==> src/rtl/flit_stats_accumulator.sv <==
// Per-packet length and per-window byte/packet/flit statistics for snooped AXI-Stream beats.
// Handshake: a beat counts only when snoop_tvalid && snoop_tready; bytes_in_flit arrives one cycle later.
module flit_stats_accumulator #(
  parameter int WINDOW_WIDTH   = 32,
  parameter int BYTE_CNT_WIDTH = 48,
  parameter int PKT_CNT_WIDTH  = 32,
  parameter int PKT_LEN_WIDTH  = 16
) (
  input  logic                      clk,
  input  logic                      aresetn,
  input  logic                      snoop_tvalid,
  input  logic                      snoop_tready,
  input  logic                      snoop_tlast,
  input  logic [7:0]                bytes_in_flit,
  input  logic                      enable,
  input  logic [WINDOW_WIDTH-1:0]   window_cycles,
  output logic                      pkt_len_valid,
  output logic [PKT_LEN_WIDTH-1:0]  pkt_len,
  output logic                      stats_valid,
  output logic [BYTE_CNT_WIDTH-1:0] stats_bytes,
  output logic [PKT_CNT_WIDTH-1:0]  stats_packets,
  output logic [PKT_CNT_WIDTH-1:0]  stats_flits,
  output logic [PKT_LEN_WIDTH-1:0]  stats_max_pkt_len,
  output logic                      stats_overflow
);
  typedef enum logic {IDLE = 1'b0, RUN = 1'b1} state_t;

  state_t                    state_q;
  logic                      beat_q, last_q;
  logic [WINDOW_WIDTH-1:0]   win_cnt_q, win_len;
  logic [PKT_LEN_WIDTH-1:0]  pkt_acc_q, pkt_len_q, pkt_sum;
  logic [PKT_LEN_WIDTH:0]    pkt_sum_wide;
  logic                      pkt_len_valid_q;
  logic [BYTE_CNT_WIDTH-1:0] acc_bytes_q, acc_bytes_d, stats_bytes_q;
  logic [BYTE_CNT_WIDTH:0]   bytes_wide;
  logic [PKT_CNT_WIDTH-1:0]  acc_pkts_q, acc_pkts_d, stats_pkts_q;
  logic [PKT_CNT_WIDTH-1:0]  acc_flits_q, acc_flits_d, stats_flits_q;
  logic [PKT_CNT_WIDTH:0]    pkts_wide, flits_wide;
  logic [PKT_LEN_WIDTH-1:0]  acc_max_q, acc_max_d, stats_max_q;
  logic                      acc_ovf_q, acc_ovf_d, stats_ovf_q, stats_valid_q;
  logic                      win_end, win_keep;

  // A programmed window length of 0 behaves as a 1-cycle window.
  assign win_len = (window_cycles == '0) ? WINDOW_WIDTH'(1) : window_cycles;

  assign pkt_sum_wide = {1'b0, pkt_acc_q} + (PKT_LEN_WIDTH+1)'(bytes_in_flit);
  assign pkt_sum      = pkt_sum_wide[PKT_LEN_WIDTH] ? '1 : pkt_sum_wide[PKT_LEN_WIDTH-1:0];
  assign bytes_wide   = {1'b0, acc_bytes_q} + (BYTE_CNT_WIDTH+1)'(bytes_in_flit);
  assign flits_wide   = {1'b0, acc_flits_q} + (PKT_CNT_WIDTH+1)'(1);
  assign pkts_wide    = {1'b0, acc_pkts_q} + (PKT_CNT_WIDTH+1)'(1);

  assign win_end  = (state_q == RUN) && enable && (win_cnt_q == WINDOW_WIDTH'(1));
  assign win_keep = (state_q == RUN) && enable && !win_end;

  // Window accumulators including the current aligned beat; the top bit of each wide sum flags saturation.
  always_comb begin
    acc_bytes_d = acc_bytes_q;
    acc_flits_d = acc_flits_q;
    acc_pkts_d  = acc_pkts_q;
    acc_max_d   = acc_max_q;
    acc_ovf_d   = acc_ovf_q;
    if (beat_q) begin
      acc_bytes_d = bytes_wide[BYTE_CNT_WIDTH] ? '1 : bytes_wide[BYTE_CNT_WIDTH-1:0];
      acc_flits_d = flits_wide[PKT_CNT_WIDTH] ? '1 : flits_wide[PKT_CNT_WIDTH-1:0];
      acc_ovf_d   = acc_ovf_q | bytes_wide[BYTE_CNT_WIDTH] | flits_wide[PKT_CNT_WIDTH];
      if (last_q) begin
        acc_pkts_d = pkts_wide[PKT_CNT_WIDTH] ? '1 : pkts_wide[PKT_CNT_WIDTH-1:0];
        acc_ovf_d  = acc_ovf_d | pkts_wide[PKT_CNT_WIDTH];
        if (pkt_sum > acc_max_q) acc_max_d = pkt_sum;
      end
    end
  end

  always_ff @(posedge clk) begin
    if (!aresetn) begin
      state_q         <= IDLE;
      beat_q          <= 1'b0;
      last_q          <= 1'b0;
      win_cnt_q       <= '0;
      pkt_acc_q       <= '0;
      pkt_len_q       <= '0;
      pkt_len_valid_q <= 1'b0;
      acc_bytes_q     <= '0;
      acc_flits_q     <= '0;
      acc_pkts_q      <= '0;
      acc_max_q       <= '0;
      acc_ovf_q       <= 1'b0;
      stats_valid_q   <= 1'b0;
      stats_bytes_q   <= '0;
      stats_pkts_q    <= '0;
      stats_flits_q   <= '0;
      stats_max_q     <= '0;
      stats_ovf_q     <= 1'b0;
    end else begin
      beat_q          <= snoop_tvalid & snoop_tready;
      last_q          <= snoop_tvalid & snoop_tready & snoop_tlast;
      pkt_len_valid_q <= 1'b0;
      stats_valid_q   <= 1'b0;

      // Packet tracking runs regardless of window state.
      if (beat_q) begin
        if (last_q) begin
          pkt_len_q       <= pkt_sum;
          pkt_len_valid_q <= 1'b1;
          pkt_acc_q       <= '0;
        end else begin
          pkt_acc_q <= pkt_sum;
        end
      end

      if (win_keep) begin
        acc_bytes_q <= acc_bytes_d;
        acc_flits_q <= acc_flits_d;
        acc_pkts_q  <= acc_pkts_d;
        acc_max_q   <= acc_max_d;
        acc_ovf_q   <= acc_ovf_d;
      end else begin
        acc_bytes_q <= '0;
        acc_flits_q <= '0;
        acc_pkts_q  <= '0;
        acc_max_q   <= '0;
        acc_ovf_q   <= 1'b0;
      end

      case (state_q)
        IDLE: begin
          if (enable) begin
            state_q   <= RUN;
            win_cnt_q <= win_len;
          end
        end
        RUN: begin
          if (!enable) begin
            state_q <= IDLE;
          end else if (win_end) begin
            stats_valid_q <= 1'b1;
            stats_bytes_q <= acc_bytes_d;
            stats_flits_q <= acc_flits_d;
            stats_pkts_q  <= acc_pkts_d;
            stats_max_q   <= acc_max_d;
            stats_ovf_q   <= acc_ovf_d;
            win_cnt_q     <= win_len;
          end else begin
            win_cnt_q <= win_cnt_q - WINDOW_WIDTH'(1);
          end
        end
      endcase
    end
  end

  assign pkt_len_valid     = pkt_len_valid_q;
  assign pkt_len           = pkt_len_q;
  assign stats_valid       = stats_valid_q;
  assign stats_bytes       = stats_bytes_q;
  assign stats_packets     = stats_pkts_q;
  assign stats_flits       = stats_flits_q;
  assign stats_max_pkt_len = stats_max_q;
  assign stats_overflow    = stats_ovf_q;
endmodule

==> config.mk <==
export PLATFORM = sky130hd
export DESIGN_NAME = flit_stats_accumulator
export DESIGN_NICKNAME = d
export VERILOG_FILES = /design/src/rtl/flit_stats_accumulator.sv
export SDC_FILE = /design/constraint.sdc
export NUM_CORES = 1
export LEC_CHECK = 0
export CAP_MARGIN = 0
export CORE_ASPECT_RATIO = 1.4
export CORE_MARGIN = 2
export CORE_UTILIZATION = 40
export DETAILED_ROUTE_END_ITERATION = 12
export SKIP_CTS_REPAIR_TIMING = 1
export SYNTH_ARGS = -nofsm -noshare
export SYNTH_HDL_FRONTEND = slang
export SYNTH_SLANG_ARGS = --single-unit
==> constraint.sdc <==
create_clock -name clk -period 12.7 [get_ports clk]
set_input_delay 2.54 -clock clk [delete_from_list [all_inputs] [get_ports clk]]
set_output_delay 2.54 -clock clk [all_outputs]
set_load 0.01 [all_outputs]
==> impl_metrics.tcl, run 1 <==
# yosys + openroad results
set metrics [dict create \
    drt-wirelength-per-cell_um 19.7 \
    hpwlAfterDp_mm 34.3 \
    syn-mean-instance-area_um2 8.16 \
    netlist_instances 1851 \
    sh_comb_area_pct 43.0 \
    rsz0062_at_grt "false" \
    stdcell_count 2490 \
    dr.max_layer_used "met4" \
    tns_ps 0 \
    max-slew-margin-rel_pct 21.2 \
    cts.sinks 327 \
    cts.clk_slew.worst_paths_ps 50 \
    dieArea_um2 39300 \
    finalClockPeriodUsage_pct 55.8 \
    p_per_area_nw_per_um2 120 \
    topCombFamilyByArea "simple AND/OR/NAND/NOR gates" \
    layout_top_cells "dfxtp_1 (326), nor2_1 (307), clkdlybuf4s50_1 (191), o21ai_0 (134), a21oi_1 (128)" \
    tightest_slew_ps 1180 \
    rows 84 \
    nClkBuffers 45 \
    r2r_slack_ps 7820 \
    met2_length_mm 24.9 \
    yosysWarnings 0 \
    p_sw_uw 522 \
    critical_path.most_common_cell "ha_1" \
    comb_cells 1370 \
    floorplan.core_util_pct 40.3 \
    die_w_um 168 \
    nNonClkInverters 48 \
    ys_cells 1851 \
    edf_count 0 \
    fin_hold_ws_ps 456 \
    status "finished clean" \
    diodes 0 \
    swShare_pct 23.4 \
]
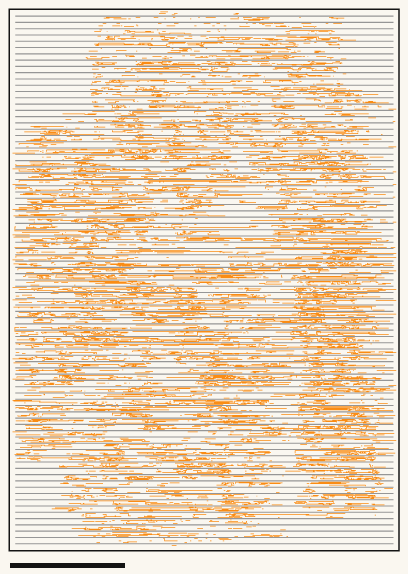
Figure 1: run 1, M1 wires.
Bar = 50 um. Supply wires on this layer in gray.
nets with wire on the layer = 1979
wire length on this layer = 20.1 mm
share of all routed wire = 41%
main direction = horizontal

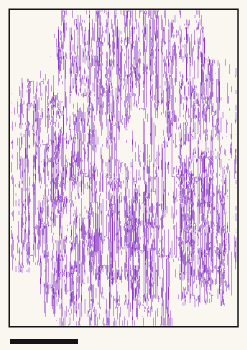
Figure 2: run 1, met2 routing.
Bar = 50 um.
longest straight run = 88.1 um
share of all routed wire = 51%

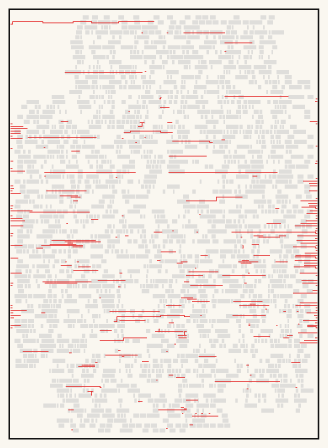
Figure 3: run 1, metal 3.
Cells faint in the background.
wire length on this layer = 1860 um
main direction = horizontal
nets with wire on the layer = 177
share of all routed wire = 3.8%
via count: 14100
drt total wl: 49.0 mm
met3 Resource Use GR: 3.16%

--- run 2 (diff from run 1) ---
Clock period 12.7 ns to 6.2 ns, I/O delays scaled along.
==> run 2 against run 1 <==
  * Die size did not move
  * Hold slack hardly changed
  * Global-route usage decreased by 0.64 points
  * Cell area fell by 0.10%
  * Combinational power increased by 100%
  * Clock power up 100%
  * Flip-flop count is the same
  * Area after synthesis is the same
  * Largest cell class unchanged
  * Largest power group unchanged
==> impl_metrics.tcl, run 2 <==
# yosys + openroad results
set metrics [dict create \
    vias 14100 \
    rsz0062_at_grt "false" \
    floorplan.core_util_pct 40.3 \
    nNonClkInverters 48 \
    diodes 0 \
    crit_start "bytes_in_flit[0]" \
    r2r_slack_ps 1710 \
    tns_ps 0 \
    stdcell_count 2493 \
    comb_cells 1370 \
    finalSetupViolCount 0 \
    use_met3_pct 3.07 \
    max-slew-margin-rel_pct 20.7 \
    syn-mean-instance-area_um2 8.16 \
    fin_hold_ws_ps 456 \
    met2_length_mm 24.4 \
    edf_count 0 \
    die_w_um 168 \
    ys_cells 1851 \
    hpwlAfterDp_mm 33.7 \
    yosysWarnings 0 \
    tightest_slew_ps 1180 \
    cts.sinks 327 \
    swShare_pct 23.8 \
    status "finished clean" \
    wirelength_mm 48.1 \
    nClkBuffers 48 \
    p_sw_uw 1080 \
    topCombFamilyByArea "simple AND/OR/NAND/NOR gates" \
    critical_path.most_common_cell "ha_1" \
    dieArea_um2 39300 \
    sh_comb_area_pct 43.1 \
    cts.clk_slew.worst_paths_ps 60 \
]
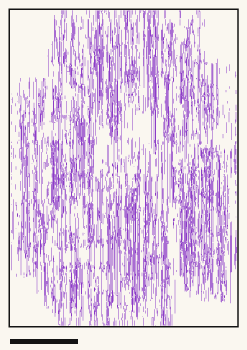
Figure 4: run 2, met2 routing.
Bar = 50 um.
wire length on this layer = 24.4 mm
nets with wire on the layer = 1758
main direction = vertical
share of all routed wire = 51%

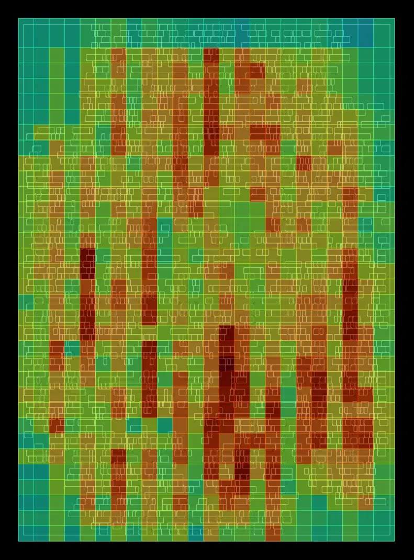
Figure 5: run 2, routing congestion.
GRT busiest layer: met2
routed len/inst: 19.3 um
met1 usage: 28.2%
Layout Utilization: 49.5%

--- run 3 (diff from run 2) ---
Settings changed: SKIP_CTS_REPAIR_TIMING 1 to not set.
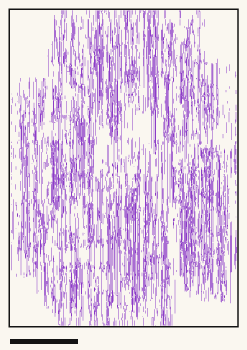
Figure 6: run 3, met2 routing.
Bar = 50 um.
share of all routed wire = 51%
wire length on this layer = 24.4 mm
longest straight run = 83.6 um
nets with wire on the layer = 1758

==> run 3 against run 2 <==
  * Hold slack stayed put
  * Core utilization stayed put
  * Fmax stayed put
  * Synthesized cell count stayed put
  * Critical path type unchanged
  * Critical endpoint unchanged
  * Largest cell class unchanged
==> impl_metrics.tcl, run 3 <==
# yosys + openroad results
set metrics [dict create \
    top_usage_layer "met2" \
    wirelength_mm 48.1 \
    diodes 0 \
    finalCoreUtilization_pct 49.5 \
    r2r_slack_ps 1710 \
    stdcell_count 2493 \
    floorplan.core_util_pct 40.3 \
    status "finished clean" \
    comb_cells 1370 \
    dieArea_um2 39300 \
    topCombFamilyByArea "simple AND/OR/NAND/NOR gates" \
    max-slew-margin-rel_pct 20.7 \
    use_met1_pct 28.2 \
    cts.clk_slew.worst_paths_ps 60 \
    critical_path.most_common_cell "ha_1" \
    tightest_slew_ps 1180 \
    nNonClkInverters 48 \
    fin_hold_ws_ps 456 \
    drt-wirelength-per-cell_um 19.3 \
    rsz0062_at_grt "false" \
    die_w_um 168 \
    finalSetupViolCount 0 \
    vias 14100 \
    hpwlAfterDp_mm 33.7 \
    netlist_instances 1851 \
    crit_start "bytes_in_flit[0]" \
    met2_length_mm 24.4 \
    yosysWarnings 0 \
    p_sw_uw 1080 \
]
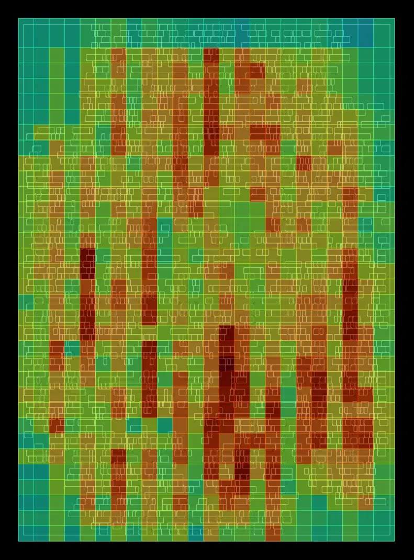
Figure 7: run 3, routing congestion.
met2 Usage GRT: 43.7%
Tot GR Track Use: 23.7%
met3 Resource Use GR: 3.07%

No activity file was given, so power comes from the tool's default toggle rates.
